File: src/rtl/hex_display_driver.sv
// hex_display_driver
//   Takes the 32-bit word from the display debugger mux and drives eight
//   active-low seven-segment digits. It holds a snapshot of the word, can be
//   frozen with a debounced pushbutton, can capture only when the processor
//   stage changes, blanks leading zeros, and blinks every digit that changed
//   at the last snapshot update.
//
// Ports
//   Clock            : system clock, rising edge
//   Reset            : asynchronous, active-high
//   HexDisplay32Bits : word from the display mux, nibble i -> HEXi
//   Stage            : processor stage counter (0..4)
//   Capture_On_Stage : 1 = capture only when Stage changes, 0 = every cycle
//   Freeze_n         : raw active-low pushbutton, asynchronous to Clock
//   HEX0..HEX7       : registered segment drives {g,f,e,d,c,b,a}, active-low
//   Frozen           : 1 while the snapshot is held
//   Changed_Mask     : bit i = 1 when nibble i of Shown differs from Prev
//
// Handshake: none. Every input is sampled on each rising Clock edge; there is
// no valid/ready pairing on this block.
module hex_display_driver #(
  parameter int BLINK_DIV       = 25000000,
  parameter int DEBOUNCE_CYCLES = 500000,
  parameter bit BLANK_LEADING   = 1'b1
) (
  input  logic        Clock,
  input  logic        Reset,
  input  logic [31:0] HexDisplay32Bits,
  input  logic [2:0]  Stage,
  input  logic        Capture_On_Stage,
  input  logic        Freeze_n,
  output logic [6:0]  HEX0,
  output logic [6:0]  HEX1,
  output logic [6:0]  HEX2,
  output logic [6:0]  HEX3,
  output logic [6:0]  HEX4,
  output logic [6:0]  HEX5,
  output logic [6:0]  HEX6,
  output logic [6:0]  HEX7,
  output logic        Frozen,
  output logic [7:0]  Changed_Mask
);

  localparam int BW = $clog2(BLINK_DIV);
  localparam int DW = (DEBOUNCE_CYCLES > 1) ? $clog2(DEBOUNCE_CYCLES) : 1;
  localparam logic [BW-1:0] BLINK_LAST = BW'(BLINK_DIV - 1);
  localparam logic [DW-1:0] DEB_LAST   = DW'(DEBOUNCE_CYCLES - 1);
  localparam logic [6:0]    SEG_BLANK  = 7'h7F;
  localparam logic [6:0]    UPPER_RST  = BLANK_LEADING ? 7'h7F : 7'h40;
  localparam logic [7:0][6:0] HEX_RST  = {{7{UPPER_RST}}, 7'h40};

  function automatic logic [6:0] seg7(input logic [3:0] n);
    logic [6:0] s;
    case (n)
      4'h0: s = 7'h40;  4'h1: s = 7'h79;  4'h2: s = 7'h24;  4'h3: s = 7'h30;
      4'h4: s = 7'h19;  4'h5: s = 7'h12;  4'h6: s = 7'h02;  4'h7: s = 7'h78;
      4'h8: s = 7'h00;  4'h9: s = 7'h10;  4'hA: s = 7'h08;  4'hB: s = 7'h03;
      4'hC: s = 7'h46;  4'hD: s = 7'h21;  4'hE: s = 7'h06;  default: s = 7'h0E;
    endcase
    return s;
  endfunction

  logic            sync1_q, sync1_d;
  logic            sync2_q, sync2_d;
  logic            deb_q, deb_d;
  logic [DW-1:0]   deb_cnt_q, deb_cnt_d;
  logic            frozen_q, frozen_d;
  logic [2:0]      stage_prev_q, stage_prev_d;
  logic [31:0]     shown_q, shown_d;
  logic [31:0]     prev_q, prev_d;
  logic [BW-1:0]   blink_cnt_q, blink_cnt_d;
  logic            phase_q, phase_d;
  logic [7:0][6:0] hex_q, hex_d;

  logic            press;
  logic            capture;
  logic [7:0]      changed;
  logic [7:0]      upper_zero;

  // Freeze button: synchronise, then accept a new level only after
  // DEBOUNCE_CYCLES consecutive samples that disagree with the current one.
  always_comb begin
    sync1_d   = Freeze_n;
    sync2_d   = sync1_q;
    deb_d     = deb_q;
    deb_cnt_d = deb_cnt_q;
    if (sync2_q == deb_q) begin
      deb_cnt_d = '0;
    end else if (deb_cnt_q == DEB_LAST) begin
      deb_d     = sync2_q;
      deb_cnt_d = '0;
    end else begin
      deb_cnt_d = deb_cnt_q + 1'b1;
    end
    // Only the press (debounced 1->0) toggles the freeze state.
    press    = deb_q & ~deb_d;
    frozen_d = frozen_q ^ press;
  end

  // Snapshot capture. Uses the current Frozen, so a press landing on a
  // capture cycle lets that capture complete before the hold begins.
  always_comb begin
    stage_prev_d = Stage;
    shown_d      = shown_q;
    prev_d       = prev_q;
    capture      = ~frozen_q & (~Capture_On_Stage | (Stage != stage_prev_q));
    if (capture && (HexDisplay32Bits != shown_q)) begin
      prev_d  = shown_q;
      shown_d = HexDisplay32Bits;
    end
  end

  // Changed_Mask is derived from the Shown/Prev pair: both are only ever
  // updated together, so this matches the nibble difference at capture.
  always_comb begin
    for (int i = 0; i < 8; i++) begin
      changed[i] = (shown_q[4*i +: 4] != prev_q[4*i +: 4]);
    end
  end

  always_comb begin
    blink_cnt_d = blink_cnt_q + 1'b1;
    phase_d     = phase_q;
    if (blink_cnt_q == BLINK_LAST) begin
      blink_cnt_d = '0;
      phase_d     = ~phase_q;
    end
  end

  // upper_zero[i] is set when nibbles i..7 are all zero; digit 0 is never
  // blanked by the leading-zero rule so a zero word still shows "0".
  always_comb begin
    upper_zero[7] = (shown_q[31:28] == 4'h0);
    for (int i = 6; i >= 0; i--) begin
      upper_zero[i] = upper_zero[i+1] & (shown_q[4*i +: 4] == 4'h0);
    end
    for (int i = 0; i < 8; i++) begin
      if ((BLANK_LEADING && (i != 0) && upper_zero[i]) || (phase_q && changed[i])) begin
        hex_d[i] = SEG_BLANK;
      end else begin
        hex_d[i] = seg7(shown_q[4*i +: 4]);
      end
    end
  end

  always_ff @(posedge Clock or posedge Reset) begin
    if (Reset) begin
      sync1_q      <= 1'b1;
      sync2_q      <= 1'b1;
      deb_q        <= 1'b1;
      deb_cnt_q    <= '0;
      frozen_q     <= 1'b0;
      stage_prev_q <= 3'd0;
      shown_q      <= '0;
      prev_q       <= '0;
      blink_cnt_q  <= '0;
      phase_q      <= 1'b0;
      hex_q        <= HEX_RST;
    end else begin
      sync1_q      <= sync1_d;
      sync2_q      <= sync2_d;
      deb_q        <= deb_d;
      deb_cnt_q    <= deb_cnt_d;
      frozen_q     <= frozen_d;
      stage_prev_q <= stage_prev_d;
      shown_q      <= shown_d;
      prev_q       <= prev_d;
      blink_cnt_q  <= blink_cnt_d;
      phase_q      <= phase_d;
      hex_q        <= hex_d;
    end
  end

  assign HEX0         = hex_q[0];
  assign HEX1         = hex_q[1];
  assign HEX2         = hex_q[2];
  assign HEX3         = hex_q[3];
  assign HEX4         = hex_q[4];
  assign HEX5         = hex_q[5];
  assign HEX6         = hex_q[6];
  assign HEX7         = hex_q[7];
  assign Frozen       = frozen_q;
  assign Changed_Mask = changed;

endmodule

File: config.mk
export PLATFORM = sky130hd
export DESIGN_NAME = hex_display_driver
export DESIGN_NICKNAME = d
export VERILOG_FILES = /design/src/rtl/hex_display_driver.sv
export SDC_FILE = /design/constraint.sdc
export NUM_CORES = 1
export LEC_CHECK = 0
export CORE_MARGIN = 2
export CORE_UTILIZATION = 61
export CTS_CLUSTER_DIAMETER = 60
export DETAILED_ROUTE_END_ITERATION = 6
export PLACE_DENSITY = 0.83
export SLEW_MARGIN = 25
export SYNTH_ARGS = -nofsm -noshare
export SYNTH_HDL_FRONTEND = slang
export SYNTH_SLANG_ARGS = --single-unit
File: constraint.sdc
create_clock -name Clock -period 11.5 [get_ports Clock]
set_input_delay 1.15 -clock Clock [delete_from_list [all_inputs] [get_ports Clock]]
set_output_delay 1.15 -clock Clock [all_outputs]
set_load 0.05 [all_outputs]
==> metrics.cfg, run 1 <==
[flow_run]
maxCapViolCount = 0

[power_and_ir_drop]
swShare = 0.3037
seq_power_share = 0.452
combPwrFrac = 0.212
pwr-share-clk = 0.337
power_clock_mw = 0.536
power_leader = registers
internal_power_mw = 1.108
pg_comb_mw = 0.337

[drt]
vias = 6360
totalWireLength_um = 19180
wl_met3_um = 745
routed.top_layer = met4

[layout]
seq_area_mm2 = 0.004370
logic_area_mm2 = 0.004574
reg_top3 = prev_q: 32 flops, shown_q: 32 flops, blink_cnt_q: 25 flops
drive_gt1_frac = 0.1705

[critical_path]
arrival_ps = 2390
cp_num_cells = 3
reg2reg_depth = 6
ff2ff_setup_slack_ps = 8670

[grt]
grt_pass1_wl_um = 31390
grt_pass1_vias = 6433
track_usage = 0.2426

[clock_network]
cts_root_buf = clkbuf_16
cts_buffers = 17
max-clock-path-buffers = 2
cts_tree = built
cts.sinks = 172

[final_timing]
rsz0062_at_grt = false
fin_crit_sh = 0.3080
drv_slew = 0
tns_ps = 0
final.setup_skew_ps = 7.529

[synth]
ys.warnings.count = 0
syn_area_per_cell_um2 = 11.26
logic_family = simple AND/OR/NAND/NOR gates
synth-simple-area-share = 0.1326

[hold_path]
worstHoldStart = sync1_q

[place]
place.gp.congestion = 0.8368
io_buffers = 103
hpwlAfterDp_um = 12960

[run_status]
status = completed

Figure 1. Routing congestion map (run 1).
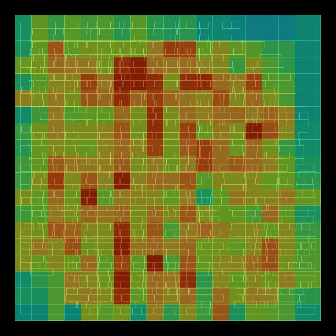
GRT met1 Usage: 0.3250
GR Util met2: 0.3929
met3 usage: 0.05551
wire length per cell: 17.29 um

Figure 2. Routed clock nets over the placement (run 1).
Scale: 4 px per um.
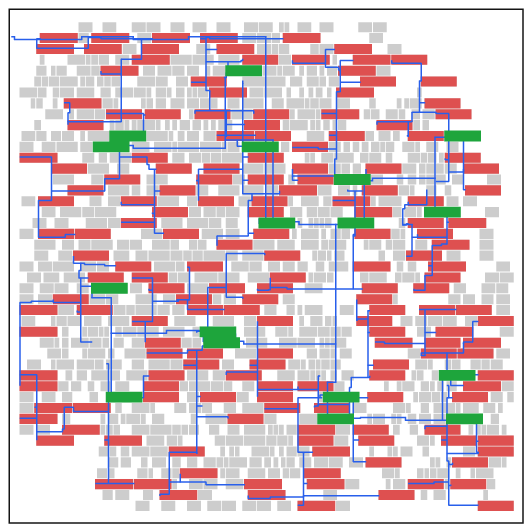
- blue: clock wires (length 2,000 um)
- green: clock drivers (count 17)
- red: flip-flops (count 172)
- flops lie: spread over the die
- routed clock nets: 18

Figure 3. Floorplan with the power grid (run 1).
Scale: 4 px per um. Pins as bars on the die edge.
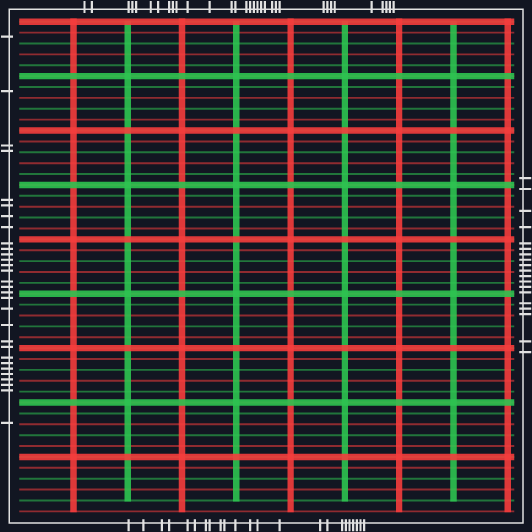
- green: VDD
- red: VSS
- rows: 45
- signal pins: 104
- met5 straps: 9
- met1 rails: 46
Core ar.: 0.01515 mm2
Die Wd: 128.1 um
die height: 128.1 um
Max IR drop VDD: 0.1271 mV

Figure 4. Cell density map (run 1).
Scale: 2 px per um. The die is cut into 13 by 13 equal tiles; white is low, dark blue is high, 0 to 100% covered.
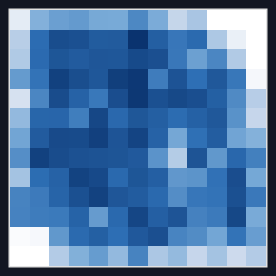
- nearly empty tiles: 4.1%
- mean over tiles: 65%
- tiles over 75% full: 48%
- fullest tile: 99%
- emptiest ninth of the die: upper right
post-layout util: 0.7203
Floorplan Utilization: 0.6198

Figure 5. M4 wires (run 1).
Scale: 3 px per um.
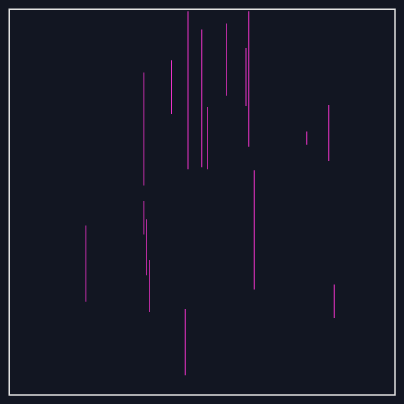

--- run 2 (diff from run 1) ---
Settings changed: CORE_UTILIZATION 61 to 57, PLACE_DENSITY 0.83 to 0.79.
Clock period 11.5 ns to 3.5 ns, I/O delays scaled along.
Figure 6. M4 wires (run 2).
Scale: 3 px per um.
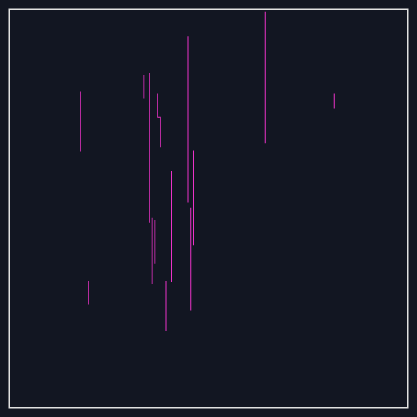
- nets with wire on the layer: 9
- share of all routed wire: 1.9%
- main direction: vertical
- longest straight run: 55.1 um

Figure 7. Cell density map (run 2).
Scale: 2 px per um. The die is cut into 13 by 13 equal tiles; white is low, dark blue is high, 0 to 100% covered.
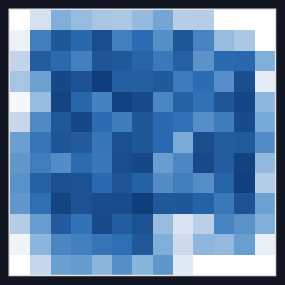
- tiles over 75% full: 42%
- fullest tile: 94%
- nearly empty tiles: 5.9%
- mean over tiles: 62%
Floorplan Utilization: 0.5867
Core ar.: 0.01600 mm2
post-layout util: 0.6905

Figure 8. Routed clock nets over the placement (run 2).
Scale: 4 px per um.
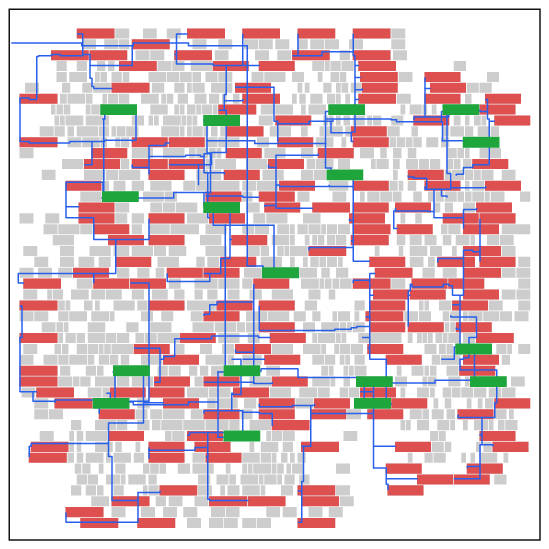
- red: flip-flops (count 172)
- green: clock drivers (count 17)
- blue: clock wires (length 2,110 um)
- routed clock nets: 18
- flops lie: spread over the die

==> run 2 against run 1 <==
Compared with the run above: sequential cell count unchanged; cell count up 3.0%; critical path depth up 3; clock power rose to 3.5 times the previous value; count of clock-buffer cells in the layout up 1; utilization down 3.0 points; synthesized cell count unchanged; largest cell class unchanged; sequential share of layout area down 0.50 points; synthesized area unchanged; die size up 6.8%; cell area up 1.3%; global-route usage down 1.4 points.
==> metrics.cfg, run 2 <==
[run_status]
status = completed

[power_and_ir_drop]
pwr-share-clk = 0.352  ; +0.015
power_clock_mw = 1.88  ; +250%
swShare = 0.2972  ; -0.006458
pg_comb_mw = 1.12  ; +230%
p_leak_nw = 4.660
max-vdd-ir-drop_mv = 0.3896  ; +210%
power_leader = registers
power_density_mw_per_mm2 = 484.3
switching_power_mw = 1.591
seq_power_share = 0.439  ; -0.013
combPwrFrac = 0.209  ; -0.003
internal_power_mw = 3.760  ; +240%

[layout]
drive_gt1_frac = 0.1771  ; +0.006639
area_growth_syn_to_layout_pct = 17.69
clk_share = 0.05323
seq_area_mm2 = 0.004370  ; unchanged
logic_area_mm2 = 0.004563  ; -0.25%
lay_top_cells = dfrtp_1 (119), clkdlybuf4s50_1 (103), xnor2_1 (61), mux2_4 (60), nor2_1 (60)
flops = 172
comb_area_frac = 0.4130
mostFrequentLayoutCell = dfrtp_1
signal_buffers = 112
reg_top3 = prev_q: 32 flops, shown_q: 32 flops, blink_cnt_q: 25 flops

[synth]
synth_top_cell_by_count = dfrtp_1
synthesis.area_mm2 = 0.009388
yosys_area_mm2 = 0.009388
ys.warnings.count = 0  ; unchanged
synth-simple-area-share = 0.1326  ; unchanged
syn_area_per_cell_um2 = 11.26  ; unchanged
ys_cells = 834
postSynthCellCount = 834
logic_family = simple AND/OR/NAND/NOR gates

[grt]
grt_pass1_wl_um = 32190  ; +2.5%
use_met3 = 0.05075  ; -0.004759
grtUsageMet1 = 0.3037  ; -0.02130
antenna_found_initial = 0
track_usage = 0.2286  ; -0.01395
grt_pass1_vias = 6360  ; -1.1%
grt_max_degree = 173
grt_use_met2 = 0.3745  ; -0.01839
busiest_layer = met2

[die]
die_w_um = 132.3  ; +3.3%
die_height_um = 132.3  ; +3.3%
die_area_mm2 = 0.01751

[clock_network]
cts_tree = built
clk_pin_slew_ps = 60
cts.sinks = 172  ; unchanged
max-clock-path-buffers = 2  ; unchanged
cts_root_buf = clkbuf_16
cts_buffers = 17  ; unchanged

[critical_path]
max_stage_delay_ps = 570
start_kind = register
ff2ff_setup_slack_ps = 690  ; -7980 ps
crit_buf_inv = 1
cp_num_cells = 6  ; +3
worstPathRequired_ps = 3820
setup.worst_path.end = prev_q[20]
reg2reg_depth = 6  ; unchanged
cp_top_family = simple AND/OR/NAND/NOR gates
r2r-start = shown_q[15]
worstSetupEndpointType = register
arrival_ps = 3130  ; +740 ps

[drt]
routed.top_layer = met4
via_per_inst = 5.510
vias = 6292  ; -1.1%
wl_per_cell_um = 16.66  ; -3.7%
totalWireLength_um = 19020  ; -0.80%
wl_met2_um = 9278
drt-initial-drc-count = 314
wl_met3_um = 653  ; -12%
ant_nets = 0

[final_timing]
rsz0062_at_grt = false
final.setup_skew_ps = 5.997  ; -1.532 ps
drv_slew = 0  ; unchanged
slew-limit-headroom = 0.3945
whs_ps = 324.8
tns_ps = 0  ; unchanged
fin_crit_sh = 0.8037
fin_ws_ps = 687.1

[place]
hpwlAfterDp_um = 12760  ; -1.5%
io_buffers = 103  ; unchanged
place_inst = 1110
place.gp.congestion = 0.8166  ; -2.4%

[hold_path]
worstHoldStart = Freeze_n
holdCritPathClass = primary input to register

[flow_run]
maxCapViolCount = 0  ; unchanged

Figure 9. Routing congestion map (run 2).
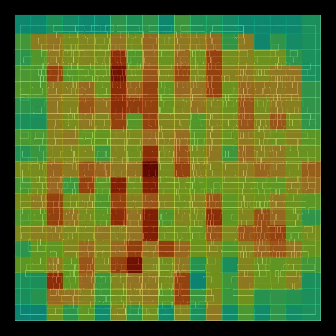

--- run 3 (diff from run 2) ---
Settings changed: CORE_UTILIZATION 57 to 52, PLACE_DENSITY 0.79 to 0.75.
Clock period 3.5 ns to 2.35 ns, I/O delays scaled along.
Figure 10. Routing congestion map (run 3).
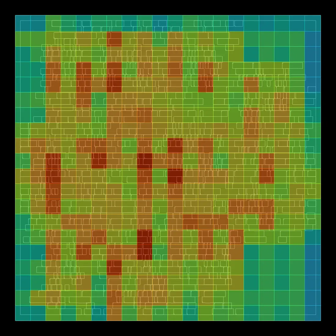
met3 usage: 0.05265
wire length per cell: 16.24 um
GRT met1 Usage: 0.2907
GR Util met2: 0.3275

Figure 11. Cell density map (run 3).
Scale: 2 px per um. The die is cut into 14 by 14 equal tiles; white is low, dark blue is high, 0 to 100% covered.
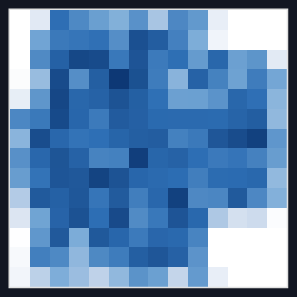
- mean over tiles: 58%
- tiles over 75% full: 37%
- nearly empty tiles: 12%
- emptiest ninth of the die: lower right
- fullest tile: 97%

Figure 12. M4 wires (run 3).
Scale: 3 px per um.
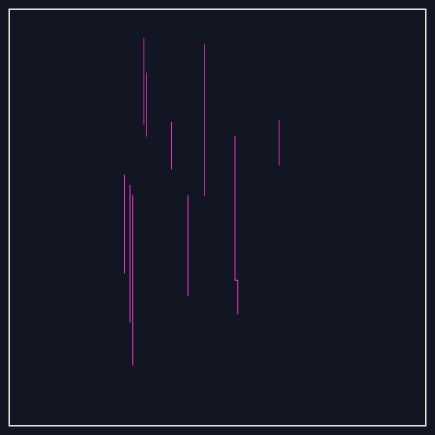
- main direction: vertical
- nets with wire on the layer: 8
vias: 6,440
final WL: 19,450 um

==> run 3 against run 2 <==
Compared with the run above: sequential power rose by 44%; register-to-register slack got worse by 650 ps; synthesized cell count did not move; cell area rose by 3.5%; global-route usage fell by 1.9 points; die size rose by 9.3%; maximum frequency rose by 22%; hold slack got worse by 230 ps; clock skew rose by 4.2 ps; critical endpoint is now shown_q[28].
==> metrics.cfg, run 3 <==
[run_status]
status = completed

[drt]
routed.top_layer = met4
drt-initial-drc-count = 433  ; +38%
ant_nets = 0  ; unchanged
wl_met2_um = 9124  ; -1.7%
via_per_inst = 5.376  ; -2.4%

[grt]
track_usage = 0.2096  ; -0.01905
grt_pass1_wl_um = 32660  ; +1.5%
busiest_layer = met2
grt_max_degree = 72  ; -58%

[final_timing]
tns_ps = 0  ; unchanged
fin_crit_sh = 0.9827  ; +0.1790
slew-limit-headroom = 0.5317  ; +0.1372
fin_ws_ps = 40.74  ; -646.3 ps
final.setup_skew_ps = 10.17  ; +4.175 ps
whs_ps = 93.60  ; -231.2 ps

[clock_network]
clk_pin_slew_ps = 60  ; about the same
cts_root_buf = clkbuf_16
cts.sinks = 172  ; unchanged
cts_tree = built
max-clock-path-buffers = 2  ; unchanged

[power_and_ir_drop]
p_leak_nw = 4.877  ; +4.6%
seq_power_share = 0.419  ; -0.020
power_clock_mw = 2.83  ; +51%
combPwrFrac = 0.230  ; +0.021
pwr-share-clk = 0.351  ; about the same
power_density_mw_per_mm2 = 706.9  ; +46%
internal_power_mw = 5.648  ; +50%
power_leader = registers
swShare = 0.3013  ; +0.004052
max-vdd-ir-drop_mv = 0.8416  ; +120%
pg_comb_mw = 1.86  ; +66%

[critical_path]
worstPathRequired_ps = 2670  ; -1150 ps
arrival_ps = 2630  ; -500 ps
crit_buf_inv = 2  ; +1
r2r-start = shown_q[28]
max_stage_delay_ps = 380  ; -190 ps
reg2reg_depth = 7  ; +1
ff2ff_setup_slack_ps = 40  ; -650 ps
setup.worst_path.end = shown_q[28]
start_kind = register
cp_top_family = simple AND/OR/NAND/NOR gates

[place]
place.gp.congestion = 0.8701  ; +6.6%
place_inst = 1166  ; +5.0%
hpwlAfterDp_um = 13970  ; +9.4%
io_buffers = 103  ; unchanged

[layout]
clk_share = 0.05165  ; -0.001581
seq_area_mm2 = 0.004370  ; unchanged
area_growth_syn_to_layout_pct = 21.80
drive_gt1_frac = 0.2291  ; +0.05200
finalCoreUtilization = 0.6409  ; -0.04956
flops = 172  ; unchanged
logic_area_mm2 = 0.004612  ; +1.1%

[die]
core_area_mm2 = 0.01784  ; +12%
die_w_um = 138.4  ; +4.6%
core_util_floorplan = 0.5262  ; -0.06053
die_area_mm2 = 0.01914  ; +9.3%

[synth]
ys.warnings.count = 0  ; unchanged
synth_top_cell_by_count = dfrtp_1
ys_cells = 834  ; unchanged
logic_family = simple AND/OR/NAND/NOR gates
postSynthCellCount = 834  ; unchanged
yosys_area_mm2 = 0.009388  ; unchanged
syn_area_per_cell_um2 = 11.26  ; unchanged

No activity file was given, so power comes from the tool's default toggle rates.
